`src/rtl/popcount_arb_pkg.sv`:
```
// rtl/popcount_arb_pkg.sv - shared constants and state encoding for popcount_req_arbiter
package popcount_arb_pkg;

    localparam int          ARB_DW        = 32;
    localparam logic [15:0] TIMEOUT_LIMIT = 16'd1023;
    localparam logic [31:0] ERR_MARKER    = 32'hFFFF_FFFF;

    typedef enum logic [2:0] {
        ST_IDLE      = 3'd0,
        ST_LATCH     = 3'd1,
        ST_START     = 3'd2,
        ST_WAIT_LO   = 3'd3,
        ST_WAIT_DONE = 3'd4,
        ST_CAPTURE   = 3'd5
    } arb_state_t;

endpackage

```
`src/rtl/rr_pick_onehot.sv`:
```
// rtl/rr_pick_onehot.sv - combinational round-robin picker (one-hot grant plus index)
module rr_pick_onehot
    import popcount_arb_pkg::*;
#(
    parameter int N  = 4,
    parameter int IW = $clog2(N)
) (
    input  logic [N-1:0]  req,
    input  logic [IW-1:0] ptr,
    output logic [N-1:0]  gnt,
    output logic [IW-1:0] idx,
    output logic          any
);

    int            k;
    logic [IW-1:0] kidx;

    // Scan ptr, ptr+1, ... wrapping at N; the first set request wins.
    always_comb begin
        gnt  = '0;
        idx  = '0;
        any  = 1'b0;
        k    = 0;
        kidx = '0;
        for (int i = 0; i < N; i++) begin
            k    = (int'(ptr) + i) % N;
            kidx = IW'(k);
            if (!any && req[kidx]) begin
                any       = 1'b1;
                gnt[kidx] = 1'b1;
                idx       = kidx;
            end
        end
    end

endmodule

```
`src/rtl/popcount_req_arbiter.sv`:
```
// rtl/popcount_req_arbiter.sv - round-robin sequencer sharing one popcount engine; watchdog under POPCNT_ARB_TIMEOUT_EN
module popcount_req_arbiter
    import popcount_arb_pkg::*;
#(
    parameter int N          = 4,
    parameter int START_HOLD = 2,
    parameter int DW         = ARB_DW
) (
    input  logic            i_clk,
    input  logic            i_rst,
    input  logic [N-1:0]    i_req,
    input  logic [N*DW-1:0] i_data,
    output logic [N-1:0]    o_gnt,
    output logic [N-1:0]    o_res_valid,
    output logic [DW-1:0]   o_res_data,
    output logic            o_busy,
    output logic            o_eng_start,
    output logic [DW-1:0]   o_eng_data,
`ifdef POPCNT_ARB_TIMEOUT_EN
    output logic            o_timeout,
`endif
    input  logic            i_eng_done,
    input  logic [DW-1:0]   i_eng_data
);

    localparam int            IW        = $clog2(N);
    localparam int            HW        = $clog2(START_HOLD + 1);
    localparam logic [HW-1:0] HOLD_LAST = HW'(START_HOLD - 1);

    arb_state_t    state, state_nxt;
    logic [IW-1:0] rr_ptr;
    logic [IW-1:0] win_idx;
    logic [HW-1:0] hold_cnt;
    logic [N-1:0]  pick_gnt;
    logic [IW-1:0] pick_idx;
    logic          pick_any;
    logic          wd_fire;

    rr_pick_onehot #(.N(N), .IW(IW)) u_pick (
        .req (i_req),
        .ptr (rr_ptr),
        .gnt (pick_gnt),
        .idx (pick_idx),
        .any (pick_any)
    );

`ifdef POPCNT_ARB_TIMEOUT_EN
    logic [15:0] wd_cnt;

    // A done arriving on the limit cycle still wins over the forced error capture.
    assign wd_fire = (wd_cnt == TIMEOUT_LIMIT) &&
                     ((state == ST_WAIT_LO) || (state == ST_WAIT_DONE && !i_eng_done));

    // Watchdog: count cycles spent waiting on the engine, restart outside the wait states.
    always_ff @(posedge i_clk or posedge i_rst) begin
        if (i_rst) begin
            wd_cnt    <= '0;
            o_timeout <= 1'b0;
        end else begin
            if (state == ST_WAIT_LO || state == ST_WAIT_DONE) begin
                wd_cnt <= wd_cnt + 16'd1;
            end else begin
                wd_cnt <= '0;
            end
            if (wd_fire) begin
                o_timeout <= 1'b1;
            end
        end
    end
`else
    assign wd_fire = 1'b0;
`endif

    // State register.
    always_ff @(posedge i_clk or posedge i_rst) begin
        if (i_rst) begin
            state <= ST_IDLE;
        end else begin
            state <= state_nxt;
        end
    end

    // Next-state and handshake outputs; stale done is rejected by passing through WAIT_LO.
    always_comb begin
        state_nxt   = state;
        o_busy      = (state != ST_IDLE);
        o_eng_start = 1'b0;
        o_res_valid = '0;
        case (state)
            ST_IDLE:      if (pick_any) state_nxt = ST_LATCH;
            ST_LATCH:     state_nxt = ST_START;
            ST_START: begin
                o_eng_start = 1'b1;
                if (hold_cnt == HOLD_LAST) state_nxt = ST_WAIT_LO;
            end
            ST_WAIT_LO:   if (!i_eng_done) state_nxt = ST_WAIT_DONE;
            ST_WAIT_DONE: if (i_eng_done) state_nxt = ST_CAPTURE;
            ST_CAPTURE: begin
                o_res_valid = o_gnt;
                state_nxt   = ST_IDLE;
            end
            default:      state_nxt = ST_IDLE;
        endcase
        if (wd_fire) state_nxt = ST_CAPTURE;
    end

    // Datapath: winner/grant, operand latch, start-hold count, result capture, pointer advance.
    always_ff @(posedge i_clk or posedge i_rst) begin
        if (i_rst) begin
            rr_ptr     <= '0;
            win_idx    <= '0;
            o_gnt      <= '0;
            o_res_data <= '0;
            o_eng_data <= '0;
            hold_cnt   <= '0;
        end else begin
            case (state)
                ST_IDLE: begin
                    if (pick_any) begin
                        win_idx <= pick_idx;
                        o_gnt   <= pick_gnt;
                    end
                end
                ST_LATCH: begin
                    o_eng_data <= i_data[int'(win_idx)*DW +: DW];
                    hold_cnt   <= '0;
                end
                ST_START:     hold_cnt <= hold_cnt + 1'b1;
                ST_WAIT_DONE: if (i_eng_done) o_res_data <= i_eng_data;
                ST_CAPTURE: begin
                    o_gnt  <= '0;
                    rr_ptr <= (int'(win_idx) == N - 1) ? '0 : win_idx + 1'b1;
                end
                default: ;
            endcase
            if (wd_fire) o_res_data <= ERR_MARKER;
        end
    end

endmodule

```
`config.mk`:
```
export PLATFORM = sky130hd
export DESIGN_NAME = popcount_req_arbiter
export DESIGN_NICKNAME = d
export VERILOG_FILES = /design/src/rtl/popcount_arb_pkg.sv /design/src/rtl/rr_pick_onehot.sv /design/src/rtl/popcount_req_arbiter.sv
export SDC_FILE = /design/constraint.sdc
export NUM_CORES = 1
export LEC_CHECK = 0
export CORE_MARGIN = 4
export CORE_UTILIZATION = 38
export CTS_CLUSTER_DIAMETER = 80
export DETAILED_ROUTE_END_ITERATION = 6
export GPL_TIMING_DRIVEN = 0
export PLACE_DENSITY_LB_ADDON = 0.12
export REMOVE_ABC_BUFFERS = 1
export SYNTH_ARGS = -nofsm -noshare
export SYNTH_HDL_FRONTEND = slang
export SYNTH_SLANG_ARGS = --single-unit
```
`constraint.sdc`:
```
create_clock -name i_clk -period 3.6 [get_ports i_clk]
set_clock_uncertainty 0.2 [all_clocks]
set_input_delay 0.72 -clock i_clk [delete_from_list [all_inputs] [get_ports i_clk]]
set_output_delay 0.72 -clock i_clk [all_outputs]
set_load 0.02 [all_outputs]
```
Figure 1. Signal wires on met2 (run 1).
(3 px per um) Cells faint in the background.
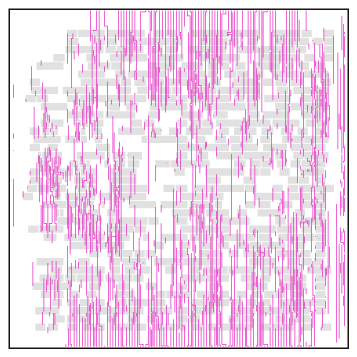
nets with wire on the layer	652
wire length on this layer	7130 um
main direction	vertical
final WL: 13.6 mm
met2 Use GR: 38.9%
Vias: 3401

Figure 2. Clock nets (run 1).
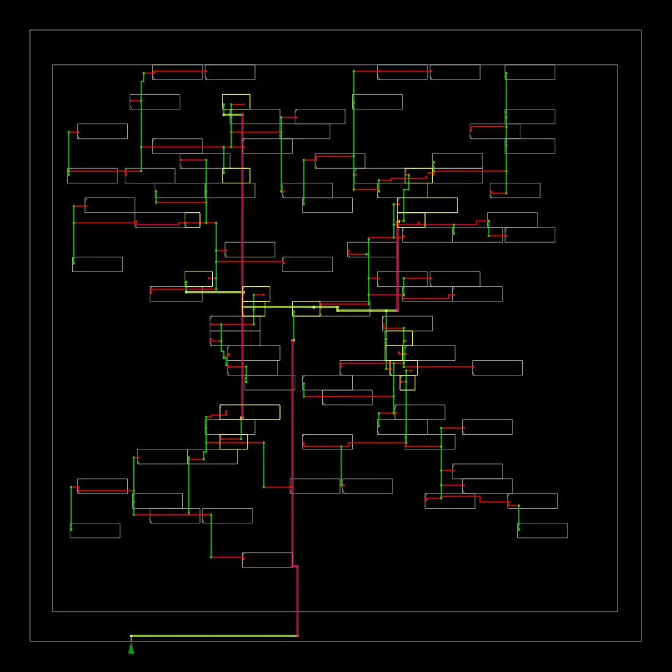
# clk buffers: 10
Clock Power: 0.750 mW
TritonCTS Buffers: 9

Figure 3. Close-up of the layout (run 1).
Region (74, 74) to (94, 94) um. Cells in grey, sequential cells in the stronger grey; small squares are vias.
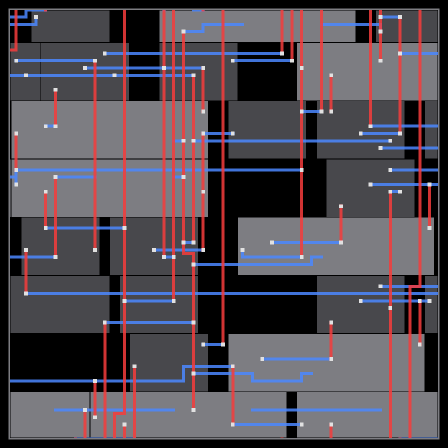
layer	colour
M1	blue
M2	red
netlist names of flops here include	`o_eng_data` (4), `o_res_data` (4)
cells with their middle in the window	20
most frequent	dfrtp_1 (8), clkdlybuf4s50_1 (7), mux2_2 (5)
sequential cells in the window	8

==> job_summary.md, run 1 <==
## PnR job results

| Metric | Value |
|---|---|
| Outcome | `complete, no violations` |
| Final core occ | `about two thirds` |
| FF-to-FF setup slack | `approximately 0.2 ns` |
| CTS HTree Levels | `3` |
| Die Width | `between 100 and 150 um` |
| Logic share of the area | `a little under a third` |
| Largest net degree at the start of global routing | `48` |
| Leakage power total | `about 2.8 nW` |
| Non-clk invs | `7` |
| Buf/Inv on CP | `1` |
| CP Launch Point | `rr_ptr[0]$_DFFE_PP0P_` |
| R2r startpoint | `rr_ptr[0]$_DFFE_PP0P_` |
| CP peak stage delay | `a little under 0.7 ns` |
| Power Density | `~800 nW/um^2` |
| Non-CTS buffers | `245` |
| Worst-path maximum fanout | `14` |
| Tool warning count | `32` |
| Placed Cells incl. Taps | `648` |
| # setup viols final | `0` |
| Post-DP Area | `approximately 6700 um^2` |
| Setup tns final | `0 ns` |
| Seq/total area | `between 20 and 30%` |
| Final Max Slew Viols | `0` |
| Critical path class | `reg -> reg` |
| Synth Seq Share | `between 40% and 50%` |
| Buffering overhead | `a little over a third` |
| DR WL/cell | `about 20 um` |
| Filler Cell Count | `roughly 810` |
| Crit-path cells | `inv_1 -> ha_1 -> mux4_2 -> or4_1 -> mux2i_1 -> nor3_1 -> or3_1` |
| WP depth | `7` |
| Post-synth regs | `a little under 80` |
| Max Cap Viol | `0` |
| Hold EP | `hold_cnt[1]$_DFFE_PP0P_` |
| Late-Pin Clk Latency | `0.34 ns` |
| Flop count | `just under 80` |
| Critical path capture point type | `register` |
| Post-synth EDFFs | `0` |
| Vias in the first global route | `between 3000 and 4000` |
| Max transition margin | `33.7%` |
| Crit path max-delay family | `simple AND/OR/NAND/NOR gates` |
| WP data required | `approximately 3.6 ns` |
| Post-DR vias/cell | `about 5.1` |
| Final cell count without fillers | `between 600 and 700` |
| CP arrival | `3.42 ns` |
| Worst R2R End | `state[0]$_DFFE_PP0P_` |
| Cell taking the most area after synthesis | `dfrtp_1` |
| Final Instance Area | `between 6000 and 7000 um^2` |
| Post-CTS Hold Fix Bufs | `0` |
| Sequential standard cell area | `slightly below 2000 um^2` |
| Clock network area share | `under 10%` |
-- run 1: synthesized netlist by cell type (5+ instances only) --
cell type	number
dfrtp_1	77
mux2_2	68
mux4_2	34
clkbuf_1	12
ha_1	10
nand2_1	10
o21ai_0	9
inv_1	7
a31oi_1	6
a21oi_1	5
nor2_1	5
-- run 1: cell usage in the layout, fill, tap and decap left out, types with 2 or more instances in the layout --
cell type	synthesis	final
a21oi_1	5	5
a221o_1	4	4
a31oi_1	6	6
and2_1	4	4
buf_16	0	2
buf_6	1	2
bufinv_16	0	2
clkbuf_8	0	10
clkdlybuf4s50_1	0	240
clkinvlp_4	0	2
dfrtp_1	77	75
dfrtp_2	0	2
ha_1	10	10
inv_1	7	6
mux2_2	68	68
mux2i_1	4	4
mux4_2	34	34
nand2_1	10	10
nor2_1	5	5
nor3_1	4	4
o211ai_1	2	2
o21ai_0	9	9
o311ai_0	2	2
or3_1	3	3
-- run 1: per-stage QoR --
step	total power, mW	worst slack [ns]
after CTS	5.70	0.200
after detailed placement	4.94	0.222
final	5.62	0.205
after global routing	5.99	0.00650
after floorplan	3.48	-0.0980
after global placement	4.83	-1.43
-- run 1: metal layers --
layer | wire [um] | share of wire (%) | global-route usage, %
met4 | 246 | 1.8 | 6.73
met3 | 850 | 6.3 | 5.01
met5 | 0 | 0 | 0
met2 | 7130 | 53 | 38.9
met1 | 5340 | 39 | 26.0
-- run 1: power breakdown --
part	switching [mW]	internal (mW)	leakage, nW
Combinational	1.40	1.79	1.72
Clock	0.335	0.415	0.111
Sequential	0.377	1.30	0.940
-- run 1: kinds of logic after synthesis --
group,after synthesis,share of synthesized area [%]
buf+inv,26,2.62
simple gates,35,4.52
compound gates,31,4.89
fa+ha+maj,10,3.02
flops,77,46.4
mux,107,38.5
==> inputs of run 2 (changes only) <==
--- a/config.mk
+++ b/config.mk
@@ -5,7 +5,6 @@
 export SDC_FILE = /design/constraint.sdc
 export NUM_CORES = 1
 export LEC_CHECK = 0
-export CORE_MARGIN = 4
 export CORE_UTILIZATION = 38
 export CTS_CLUSTER_DIAMETER = 80
 export DETAILED_ROUTE_END_ITERATION = 6
Figure 4. Close-up of the layout (run 2).
Region (70, 70) to (90, 90) um. Cells in grey, sequential cells in the stronger grey; small squares are vias.
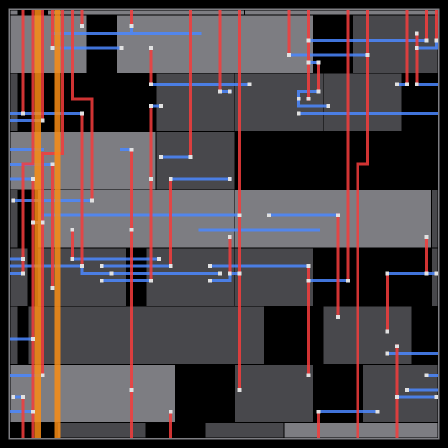
layer	colour
M4	orange
M1	blue
M2	red
sequential cells in the window	5
most frequent	mux2_2 (6), clkdlybuf4s50_1 (5), dfrtp_1 (5)
cells with their middle in the window	17
netlist names of flops here include	`o_res_data` (3), `o_eng_data` (2)

Figure 5. Clock nets (run 2).
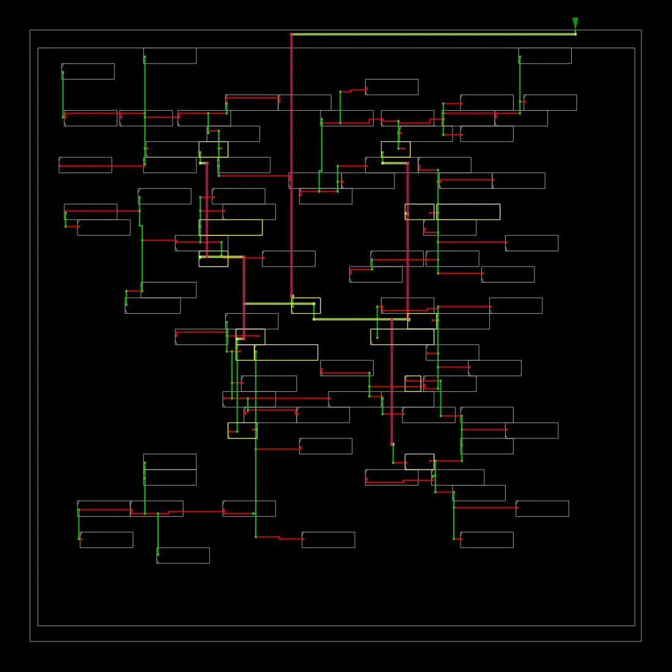
flop count: 77
Clock Sinks: 77
Clock Power: 0.842 mW
# clk buffers: 9
Late-Pin Clk Latency: 0.34 ns

==> run 2 against run 1 <==
Net effect:
- flip-flop count did not move
- register-to-register slack better by 0.22 ns
- fmax rose by 6.8%
- setup slack better by 0.22 ns
- final cell count shrank 0.15%
- critical path type unchanged
- largest cell class unchanged
==> job_summary.md, run 2 <==
## PnR job results

| Metric | Value |
|---|---|
| Place WS | `0.217 ns (-0.00564 ns)` |
| Count leader, synth | `dfrtp_1` |
| Adder share | `3.02% (unchanged)` |
| Tool warning count | `32 (unchanged)` |
| Outcome | `complete, no violations` |
| Critical path class | `reg -> reg` |
| TritonCTS Buffers | `9 (unchanged)` |
| Post-DP Area | `6730 um^2 (-0.19%)` |
| Post-synth EDFFs | `0 (unchanged)` |
| Final Max Slew Viols | `0 (unchanged)` |
| Setup WS post-layout | `0.420 ns (+0.215 ns)` |
| Die Width | `106 um (-5.3%)` |
| # setup viols final | `0 (unchanged)` |
| Final cell count without fillers | `663 (-0.15%)` |
| Post-DR vias/cell | `5.13 (+0.18%)` |
| Final Instance Area | `7000 um^2 (+0.25%)` |
| DR WL met2 | `6.60 mm (-7.4%)` |
| Vias | `3402 (+0.029%)` |
| Detail Route met3 WL | `804 um (-5.4%)` |
| Leakage power total | `2.78 nW (+0.32%)` |
| Mux share | `38.5% (unchanged)` |
| Highest metal used | `met4` |
| Largest net degree at the start of global routing | `48 (unchanged)` |
| Placed Cells incl. Taps | `648 (unchanged)` |
| GR Util met1 | `25.4% (-0.61 points)` |
| CP peak stage delay | `0.63 ns (-0.05 ns)` |
| Final core occ | `66.9% (+0.17 points)` |
| Max transition margin | `43.7% (+10 points)` |
| M3 GR Usage | `4.84% (-0.17 points)` |
| CP arrival | `3.20 ns (-0.22 ns)` |
| Vias in the first global route | `3508 (-4.4%)` |
| Compound Share, Synth | `4.89% (unchanged)` |
| Critical path capture point type | `register` |
| Final WL | `12.6 mm (-7.3%)` |
| Crit path max-delay family | `simple AND/OR/NAND/NOR gates` |
| Cell taking the most area after synthesis | `dfrtp_1` |
| Worst-path maximum fanout | `9 (-5)` |
| Synth Seq Share | `46.4% (unchanged)` |
| Most frequent cells in the layout | `clkdlybuf4s50_1 (240), dfrtp_1 (74), mux2_2 (68)` |
| Post-synth regs | `77 (unchanged)` |
| Commonest Layout Cell | `clkdlybuf4s50_1` |
| Synth cell count leaders | `dfrtp_1 (77), mux2_2 (68), mux4_2 (34), clkbuf_1 (12)` |
| Max Cap Viol | `0 (unchanged)` |
Figure 6. Signal wires on met2 (run 2).
(4 px per um) Cells faint in the background.
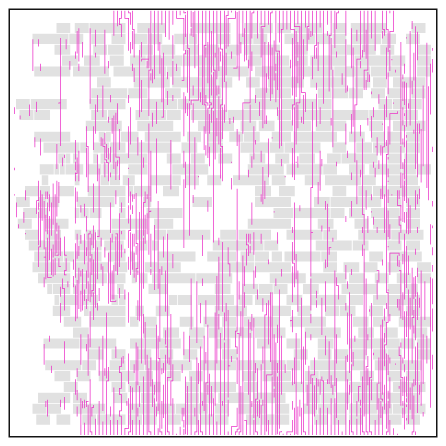
share of all routed wire	52%
main direction	vertical

==> run 2: kinds of logic after synthesis <==
logic type,Yosys count
buffers and inverters,26
adders and majority gates,10
and+or+nand+nor,35
AOI/OAI and AO/OA,31
muxes,107
DFF,77
==> run 2: worst paths after layout <==
kind | to | cells past startpoint | slack (ns) | from
max | state[0]$_DFFE_PP0P_ | 7 | 0.42 | rr_ptr[1]$_DFFE_PP0P_
min | hold_cnt[1]$_DFFE_PP0P_ | 2 | 0.30 | hold_cnt[1]$_DFFE_PP0P_
max reg2reg | state[0]$_DFFE_PP0P_ | 7 | 0.42 | rr_ptr[1]$_DFFE_PP0P_
min reg2reg | hold_cnt[1]$_DFFE_PP0P_ | 2 | 0.30 | hold_cnt[1]$_DFFE_PP0P_
max in group asynchronous | o_eng_data[21]$_DFFE_PP0P_ | 3 | 2.11 | i_rst
min in group asynchronous | o_res_data[24]$_DFFE_PP0P_ | 2 | 0.53 | i_rst
==> run 2: final cells by class <==
type / instances / area (um^2)
well taps: 136 / 170
clock buffers: 9 / 124
repair buffers: 245 / 2490
multi-input cells: 183 / 2120
fillers: 818 / 3460
inverters: 7 / 28.8
clock inverters: 6 / 136
flip-flops and latches: 77 / 1930
==> run 2: through the flow <==
step                      power, mW  setup TNS, ns
final                          5.72              0
after global routing           6.06              0
after CTS                      5.79              0
after detailed placement       4.93              0
after global placement         4.83         -89.76
after floorplan                3.48          -3.21
==> run 2: power by group <==
group / internal [mW] / switching (mW)
sequential: 1.31 / 0.385
clock: 0.528 / 0.314
combinational: 1.80 / 1.39
==> run 2: what timing repair did <==
| item | 4_1_cts | 5_1_grt |
|---|---|---|
| setup endpoints to repair | 0 | 5 |
| endpoints found under the hold margin | 0 | 0 |
| gates resized | 0 | 2 |
| setup buffers | 0 | 0 |
| hold buffers | 0 | 0 |
==> inputs of run 3 (changes only) <==
--- a/config.mk
+++ b/config.mk
@@ -5,6 +5,7 @@
 export SDC_FILE = /design/constraint.sdc
 export NUM_CORES = 1
 export LEC_CHECK = 0
+export CORE_MARGIN = 5
 export CORE_UTILIZATION = 38
 export CTS_CLUSTER_DIAMETER = 80
 export DETAILED_ROUTE_END_ITERATION = 6
Figure 7. Clock nets (run 3).
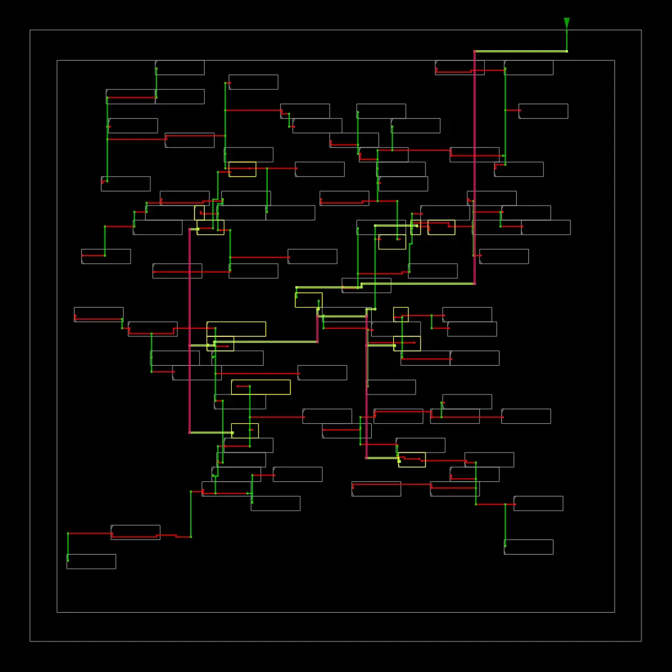
Clock Power: 0.690 mW

Figure 8. Signal wires on met2 (run 3).
(3 px per um) Cells faint in the background.
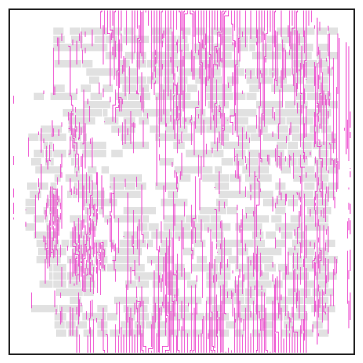
met2 Use GR: 35.6%
final WL: 13.7 mm
Vias: 3402

==> run 3 against run 2 <==
Net effect:
- design area shrank 0.88%
- synthesized cell count is the same
- highest routed layer unchanged
- critical path type unchanged
- die area grew 16%
- combinational power is essentially flat
- clock power shrank 18%
- utilization shrank 2.6 points
- largest cell class unchanged
==> job_summary.md, run 3 <==
## PnR job results

| Metric | Value |
|---|---|
| Outcome | `complete, no violations` |
| Largest net degree at the start of global routing | `68 (+42%)` |
| Die Width | `114 um (+7.5%)` |
| Post-CTS resize count | `0 (unchanged)` |
| Seq/total area | `27.8% (+0.23 points)` |
| Count leader, synth | `dfrtp_1` |
| Most frequent cells in the layout | `clkdlybuf4s50_1 (240), dfrtp_1 (75), mux2_2 (68)` |
| Placed Cells incl. Taps | `652 (+0.62%)` |
| Tool warning count | `32 (unchanged)` |
| Syn avg cell area | `14.5 um^2` |
| Final worst-path cycle share | `between 90% and 100%` |
| Ys async rst share | `100%` |
| Buffering overhead | `35.8% (+0.26 points)` |
| Syn. warnings | `0` |
| Post-Syn Area | `4150 um^2` |
| Adder share | `3.02% (unchanged)` |
| Synth Seq Share | `46.4% (unchanged)` |
| Flop count | `77 (unchanged)` |
| Site Rows | `38` |
| Post-synth EDFFs | `0 (unchanged)` |
| Max transition margin | `44.5% (+0.78 points)` |
| Cell taking the most area after synthesis | `dfrtp_1` |
| Filler Cell Count | `869 (+6.2%)` |
| Clock network area share | `2.90% (-0.81 points)` |
| Final Instance Area | `6940 um^2 (-0.88%)` |
| Crit start category | `register` |
| Final Max Slew Viols | `0 (unchanged)` |
| Max Cap Viol | `0 (unchanged)` |
| Tot Pwr | `5.57 mW (-2.7%)` |
| Clock Sinks | `77 (unchanged)` |
| Remaining global-route overflow | `0` |
| Post-DP Area | `6740 um^2 (about the same)` |
| Sequential standard cell area | `1930 um^2 (about the same)` |
| Setup tns final | `0 ns (unchanged)` |
| Basic Gates by Area | `roughly 4.5%` |
| Worst-path maximum fanout | `14 (+5)` |
| Commonest Layout Cell | `clkdlybuf4s50_1` |
| Place WS | `0.238 ns (+0.0210 ns)` |
| Critical path capture point type | `register` |
| Non-clk invs | `7 (unchanged)` |
| Post-DR vias/cell | `5.11 (-0.45%)` |
| Vias in the first global route | `3584 (+2.2%)` |
| Critical path class | `reg -> reg` |
| Post-CTS Hold Fix Bufs | `0 (unchanged)` |
| # clk buffers | `9 (unchanged)` |
| TritonCTS Buffers | `9 (unchanged)` |
| CTS HTree Levels | `3` |
| Setup WS post-layout | `0.213 ns (-0.207 ns)` |
| Compound Share, Synth | `4.89% (unchanged)` |
| Non-CTS buffers | `245 (unchanged)` |
| Mux share | `38.5% (unchanged)` |
| Comb area | `2120 um^2 (-0.12%)` |
| Starting density of the core | `38.4%` |
| Logic share of the area | `30.6% (+0.23 points)` |
| # setup viols final | `0 (unchanged)` |
| Late-Pin Clk Latency | `0.34 ns (about the same)` |
| Synth cell count leaders | `dfrtp_1 (77), mux2_2 (68), mux4_2 (34), clkbuf_1 (12)` |
| Well Taps | `140 (+2.9%)` |
| Biggest Area Class | `buffers` |
| Final cell count without fillers | `666 (+0.45%)` |
| CP arrival | `3.41 ns (+0.21 ns)` |
| Post-synth regs | `77 (unchanged)` |
| MI comb cells | `183 (unchanged)` |
| Setup bufs post-CTS | `0 (unchanged)` |
| Leakage power total | `2.76 nW (-0.94%)` |
Figure 9. Nets reached from selected ports (run 3).
(3 px per um)
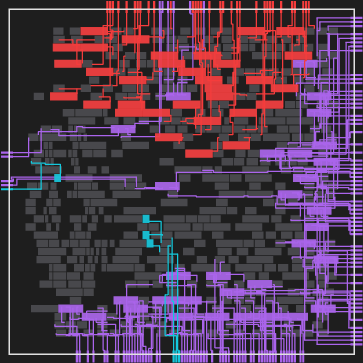
port	colour	direction	edge	end cells	buffers	wire
`i_data`	purple	input	60 right, 58 bottom, 6 top, 4 left	32	128	4010 um
`o_res_data`	red	output	top	32	32	1040 um
`o_res_valid`	cyan	output	3 bottom, 1 left	4	4	170 um

## run 3: per-stage QoR
step           hold slack (ns)  util, %
2_1_floorplan            0.250        -
3_3_place_gp             0.279     61.6
3_5_place_dp             0.278     62.4
4_1_cts                  0.294     64.3
5_1_grt                  0.317     64.3
6_report                 0.290     64.3
## run 3: cell families (layout without fill, tap and decap cells)
logic type / after synthesis / in the layout
muxes: 107 / 107
DFF: 77 / 77
and+or+nand+nor: 35 / 35
AOI/OAI and AO/OA: 31 / 31
buffers and inverters: 26 / 266
adders and majority gates: 10 / 10
## run 3: worst paths after layout
kind	startpoint	to	slack, ns	cells past startpoint
max	rr_ptr[0]$_DFFE_PP0P_	state[0]$_DFFE_PP0P_	0.21	7
min	hold_cnt[1]$_DFFE_PP0P_	hold_cnt[1]$_DFFE_PP0P_	0.29	2
max reg2reg	rr_ptr[0]$_DFFE_PP0P_	state[0]$_DFFE_PP0P_	0.21	7
min reg2reg	hold_cnt[1]$_DFFE_PP0P_	hold_cnt[1]$_DFFE_PP0P_	0.29	2
max in group asynchronous	i_rst	win_idx[1]$_DFFE_PP0P_	2.19	3
min in group asynchronous	i_rst	o_res_data[18]$_DFFE_PP0P_	0.42	2
## run 3: metal layers
layer  GRT usage [%]  wire [um]  vias to the layer above
li1                -          -                     1576
met1            24.2       5230                     1677
met2            35.6       6950                      127
met3            6.92       1190                       22
met4            7.52        313                        0
met5               0          0                        -
## run 3: report_power, final
part / leakage, nW / internal (mW) / switching, mW
clock: 0.101 / 0.380 / 0.309
combinational: 1.72 / 1.79 / 1.38
sequential: 0.940 / 1.30 / 0.393
## run 3: critical path: stages, from the launching register on
cell and delay, ns:
dfrtp_1 0.69, inv_1 0.27, ha_1 0.44, mux4_2 0.62
or4_1 0.54, mux2i_1 0.15, nor3_1 0.05, or3_1 0.30
Power figures rest on the tool's default switching activity, not on a simulated workload.
